===== src/rtl/md_issue_ctrl.sv =====
// md_issue_ctrl: execute-stage initiator for the multi-cycle multiply/divide unit.
// Latches operands, issues a one-cycle start pulse, stalls until the unit is
// ready, then presents a one-cycle writeback (status register on exception).
// Optional feature macro: MDCTRL_WATCHDOG_EN (WAIT-state timeout to exception).
module md_issue_ctrl #(
  parameter int unsigned MULT_EXC_CODE = 4,
  parameter int unsigned DIV_EXC_CODE  = 5,
  parameter int unsigned STATUS_REG    = 30
`ifdef MDCTRL_WATCHDOG_EN
  , parameter int unsigned TIMEOUT     = 48
`endif
) (
  input  logic        clock,
  input  logic        clrn,
  input  logic        ex_valid,
  input  logic        ex_is_mult,
  input  logic        ex_is_div,
  input  logic        ex_flush,
  input  logic [31:0] ex_a,
  input  logic [31:0] ex_b,
  input  logic [4:0]  ex_rd,
  output logic [31:0] md_operandA,
  output logic [31:0] md_operandB,
  output logic        md_ctrl_MULT,
  output logic        md_ctrl_DIV,
  input  logic [31:0] md_result,
  input  logic        md_exception,
  input  logic        md_resultRDY,
  output logic        stall,
  output logic        wb_valid,
  output logic [4:0]  wb_rd,
  output logic [31:0] wb_data
);

  localparam int unsigned DW = 32;
  localparam int unsigned RW = 5;

  localparam logic [1:0] IDLE  = 2'd0;
  localparam logic [1:0] ISSUE = 2'd1;
  localparam logic [1:0] WAIT  = 2'd2;
  localparam logic [1:0] WB    = 2'd3;

  logic [1:0]    state_q, state_d;
  logic          op_mult_q, op_mult_d;
  logic [RW-1:0] rd_q, rd_d;
  logic [DW-1:0] opa_d, opb_d;
  logic          mult_d, div_d;
  logic          wb_valid_d;
  logic [RW-1:0] wb_rd_d;
  logic [DW-1:0] wb_data_d;
  logic          req;
  logic          done;
  logic          exc;

  // Flush in IDLE suppresses a new request in the same cycle
  assign req = ex_valid & (ex_is_mult | ex_is_div) & ~ex_flush;

`ifdef MDCTRL_WATCHDOG_EN
  localparam int unsigned CW = 6;
  logic [CW-1:0] wd_cnt_q, wd_cnt_d;
  logic          wd_expired;

  // Timeout after TIMEOUT consecutive WAIT cycles without ready
  assign wd_expired = (wd_cnt_q == CW'(TIMEOUT - 1));
  assign done       = md_resultRDY | wd_expired;
  assign exc        = md_resultRDY ? md_exception : 1'b1;
`else
  assign done = md_resultRDY;
  assign exc  = md_exception;
`endif

  // Pipeline freeze: request cycle, ISSUE and WAIT; released in WB
  assign stall = clrn & (((state_q == IDLE) & req) | (state_q == ISSUE) | (state_q == WAIT));

  // Next-state and next-output decode
  always_comb begin
    state_d    = state_q;
    op_mult_d  = op_mult_q;
    rd_d       = rd_q;
    opa_d      = '0;
    opb_d      = '0;
    mult_d     = 1'b0;
    div_d      = 1'b0;
    wb_valid_d = 1'b0;
    wb_rd_d    = '0;
    wb_data_d  = '0;
`ifdef MDCTRL_WATCHDOG_EN
    wd_cnt_d   = '0;
`endif
    case (state_q)
      IDLE: begin
        if (req) begin
          state_d   = ISSUE;
          op_mult_d = ex_is_mult;
          rd_d      = ex_rd;
          opa_d     = ex_a;
          opb_d     = ex_b;
          mult_d    = ex_is_mult;
          div_d     = ~ex_is_mult;
        end
      end
      ISSUE: begin
        // Ready is stale here (previous op), so always proceed to WAIT
        if (ex_flush) begin
          state_d = IDLE;
        end else begin
          state_d = WAIT;
          opa_d   = md_operandA;
          opb_d   = md_operandB;
        end
      end
      WAIT: begin
        if (ex_flush) begin
          state_d = IDLE;
        end else if (done) begin
          state_d    = WB;
          wb_valid_d = exc | (rd_q != '0);
          wb_rd_d    = exc ? RW'(STATUS_REG) : rd_q;
          wb_data_d  = exc ? (op_mult_q ? DW'(MULT_EXC_CODE) : DW'(DIV_EXC_CODE)) : md_result;
        end else begin
          opa_d = md_operandA;
          opb_d = md_operandB;
`ifdef MDCTRL_WATCHDOG_EN
          wd_cnt_d = wd_cnt_q + CW'(1);
`endif
        end
      end
      WB: begin
        state_d = IDLE;
      end
      default: begin
        state_d = IDLE;
      end
    endcase
  end

  // State, latches and registered outputs
  always_ff @(posedge clock or negedge clrn) begin
    if (!clrn) begin
      state_q      <= IDLE;
      op_mult_q    <= 1'b0;
      rd_q         <= '0;
      md_operandA  <= '0;
      md_operandB  <= '0;
      md_ctrl_MULT <= 1'b0;
      md_ctrl_DIV  <= 1'b0;
      wb_valid     <= 1'b0;
      wb_rd        <= '0;
      wb_data      <= '0;
`ifdef MDCTRL_WATCHDOG_EN
      wd_cnt_q     <= '0;
`endif
    end else begin
      state_q      <= state_d;
      op_mult_q    <= op_mult_d;
      rd_q         <= rd_d;
      md_operandA  <= opa_d;
      md_operandB  <= opb_d;
      md_ctrl_MULT <= mult_d;
      md_ctrl_DIV  <= div_d;
      wb_valid     <= wb_valid_d;
      wb_rd        <= wb_rd_d;
      wb_data      <= wb_data_d;
`ifdef MDCTRL_WATCHDOG_EN
      wd_cnt_q     <= wd_cnt_d;
`endif
    end
  end

endmodule


===== config.mk =====
export PLATFORM = sky130hd
export DESIGN_NAME = md_issue_ctrl
export DESIGN_NICKNAME = d
export VERILOG_FILES = /design/src/rtl/md_issue_ctrl.sv
export SDC_FILE = /design/constraint.sdc
export NUM_CORES = 1
export LEC_CHECK = 0
export CORE_MARGIN = 5
export CORE_UTILIZATION = 35
export DETAILED_ROUTE_END_ITERATION = 12
export HOLD_SLACK_MARGIN = 0.02
export PLACE_DENSITY = 0.81
export SYNTH_ARGS = -nofsm -noshare
export SYNTH_HDL_FRONTEND = slang
export SYNTH_SLANG_ARGS = --single-unit

===== constraint.sdc =====
create_clock -name clock -period 1.5 [get_ports clock]
set_clock_uncertainty 0.1 [all_clocks]
set_input_delay 0.375 -clock clock [delete_from_list [all_inputs] [get_ports clock]]
set_output_delay 0.375 -clock clock [all_outputs]
set_load 0.1 [all_outputs]

Figure 1. Metal layers overlaid.
Drawn at 4 px/µm. Only two layers are drawn.
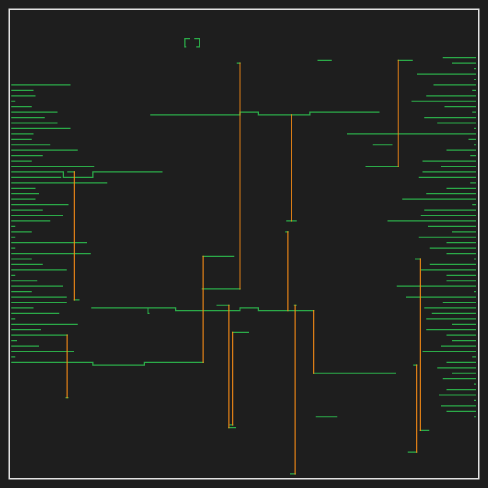
met4 -> orange  # wire length 379 µm
met3 -> green  # wire length 1310 µm
Via Count: 3293
DR WL/cell: 22.2 µm
sum of routed wire length over all layers: 14600 µm
global-route usage over all layers: 0.205

Figure 2. The clock network.
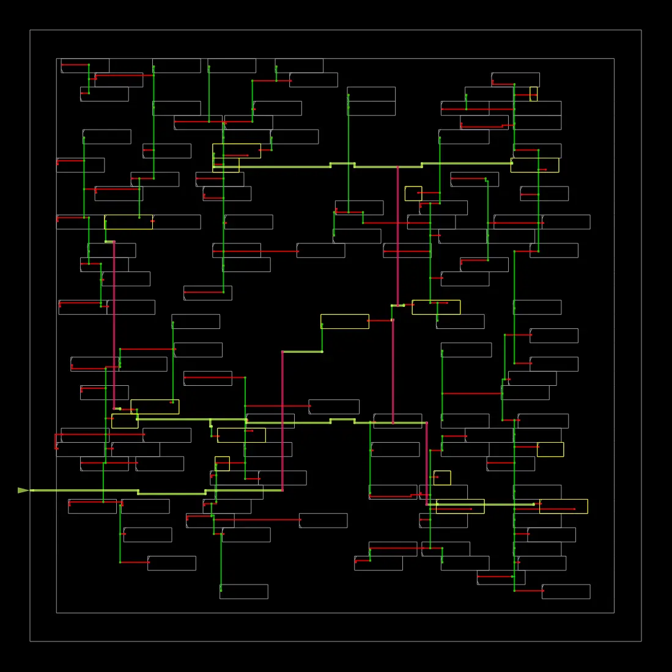
number of clock buffers in the layout: 13
clock group total power: 0.00234 W

==> notes.md <==
Implementation results

RePlAce ended its routability-driven mode at a weighted congestion of roughly 0.78. The area growth from synthesis to layout is 110%. The final reports fail on negative setup slack. The area fraction in full adders, half adders and majority gates is 0. The placement stage leaves a total instance area of around 7400 µm². The largest family of logic cells by area is AND-OR/OR-AND gates.

For reference, the critical path cell chain is dlygate4sd2_1 > or3b_4 > a21oi_4 > buf_12. Max fanout on the critical path was recorded as 3. The width of the die is ~120 µm. For this design the ratio of total power to cell area is between 900 and 1000 nW/µm². The die covers about 14000 µm².

Hold repair after CTS inserted 0 buffers. The global routing usage on met2 is 0.367. The worst-case clock buffer depth is 2. The worst hold margin is between 0.007 and 0.008 ns. For the worst setup path, the data arrival time is approximately 1.4 ns. The net total in the final layout is approximately 620.

The number of antenna violations at the first check in global routing came to 0. The number of clock sinks seen by CTS is between 100 and 150. The number of max-slew violations in the final report is 0. The number of iterations in the first detailed-routing pass is 4. The later pin in the worst-skew pair is clocked with a latency of roughly 0.35 ns.

After detailed routing, no signal wire sits above met4. For this run, global-route usage on met3 was measured as 0.0797. Per the synthesis report, the AND-OR/OR-AND share of the synthesized area is 0.158. TritonCTS built the clock tree. The initialized floorplan defines 39 standard-cell rows. The final core utilization is 0.742. STA classifies the critical path startpoint as an input pin. The effective utilization at floorplan is 0.354. The met3 wire length is roughly 1300 µm. The run finished, with violations left. The most used routing layer is met2. The final-layout setup total negative slack is -14.83 ns. Per the post-run analysis, buffers plus inverters along the critical path come to 2. The total power draw is between 0.007 and 0.008 W. The cell at the root of the clock tree is clkbuf_16. The vertical die dimension is 117 µm. The initial detailed-routing violation count is between 150 and 200. The number of placed instances, taps included is roughly 620.

The clock input transition at the sequential cells of the worst setup and hold paths is approximately 0.07 ns. STA on the placed design reports a worst setup slack of -0.648 ns. The number of library cell types mapped by synthesis is 24. The cell area that synthesis handed to floorplanning was about 4000 µm². The remaining global-route overflow is 0.

The total core area is between 10000 and 15000 µm². The mean instance size in the synthesized netlist is between 15 and 20 µm². Synthesis inferred approximately 110 register bits. The remaining max-slew budget at the tightest pin is 0.586. The first-pass GRT wire length is between 20000 and 25000 µm. The final worst-path setup slack is -0.356 ns. The number of nets produced by synthesis is 374. The routed design shows a via density per instance of 4.99.

The static leakage is ~3.8 nW. Of the post-synthesis cell area, the part taken by muxes is 0.0169. Buffers inserted during clock tree synthesis total 9. The number of flops mapped to enable cells by yosys is 0.

The cell class contributing the biggest share of worst-path delay is buffers and inverters. The predominant post-synthesis flop cell is dfrtp_1. The max-cap violation count is 0. The warning count from the yosys run is 0.

The count of final setup violators is between 100 and 150. The slew of the pin with the lowest slew margin is 0.621 ns. After detailed routing, the wire length on met1 is 5040 µm. The post-synthesis sequential area ratio is 0.700. The filler cell count in the final layout is ~700. The category of the critical setup timing path is input pin to primary output. The final antenna diode count is 0. The met1 track demand over resource in global routing is 0.224. Of all cell types, the one taking the most synthesized area is dfrtp_1. Of the available clock period, the critical path in the final layout requires 1.24.

The chip area line of the yosys report is 4010 µm². Counting instances in the post-synthesis netlist gives the leading cell types as 112 x dfrtp_1, 45 x a22o_1, 32 x and2_1. Yosys attributes the largest share of cell area to dfrtp_1 70%, a22o_1 9.8%, and2_1 5.0%, a22o_2 4.7%, buf_8 2.2%. The total non-filler cell area in the finished layout is between 8000 and 9000 µm².

In this run the remaining antenna-violating nets after routing total 0. The total cells reported by yosys after synthesis is 265. Setup repair after global routing could not meet its margin everywhere.

Per the CTS log, the maximum H-tree level is 3. The number of global-route vias before repair is approximately 3600. According to the timing report, the data required time at the worst endpoint equals 1.02 ns. For this run, the number of standard cells in the final layout without fillers is between 600 and 700. The gate count after technology mapping is 265.

The count of tool warnings is 31.
[report_power, final]
part / internal (W) / switching [W]
clock network: 0.00127 / 0.00106
logic: 0.00100 / 0.00116
registers: 0.00316 / 0.000163
[final timing paths]
kind	startpoint	to	slack [ns]	cells past startpoint
worst min-delay path	clrn	md_operandA[2]	0.008	2
max in group asynchronous	clrn	md_ctrl_DIV	0.79	2
worst min register to register	op_mult_q	wb_data[0]	0.38	1
worst max-delay path	ex_valid	stall	-0.36	4
min in group clock	ex_is_mult	md_ctrl_DIV	0.22	3
worst max register to register	state_q[0]	op_mult_q	-0.21	5
[registers in the layout (all words and copies together), names as in the netlist]
| signal | flops |
|---|---|
| md_operandB | 32 |
| rd_q | 5 |
| wb_data | 32 |
| wb_rd | 5 |
| op_mult_q | 1 |
| md_operandA | 32 |
| wb_valid | 1 |
| md_ctrl_DIV | 1 |
| md_ctrl_MULT | 1 |
| state_q | 2 |
[repair_timing]
item / 4_1_cts / 5_1_grt
pin swaps: 8 / 22
resized: 41 / 43
buffers inserted: 10 / 11
setup endpoints to repair: 75 / 110
gates cloned: 7 / 4
[layout make-up]
cell class,instances,area [µm²],share of cell area
Multi-Input combinational cell,134,1320,0.157
Clock buffer,13,270,0.0322
Sequential cell,112,2810,0.334
Clock inverter,3,25.0,0.00298
Timing Repair Buffer,255,3800,0.452
Tap cell,143,179,0.0213
[cell usage in the layout, fill, tap and decap left out, drive strengths merged]
cell	instances
or4b	1
clkdlybuf4s50	103
o22ai	1
buf	145
nor2b	1
nand4bb	1
mux2	6
nor4	1
and4bb	1
and2	32
a22o	64
nor2	14
or3b	1
nand2	2
a211oi	1
clkdlybuf4s15	2
dlygate4sd2	1
nand2b	2
clkinv	2
dfrtp	112
or2	1
nand3b	1
bufbuf	1
clkinvlp	1
a21oi	4
clkbuf	16
Power and IR drop assume default switching activity.
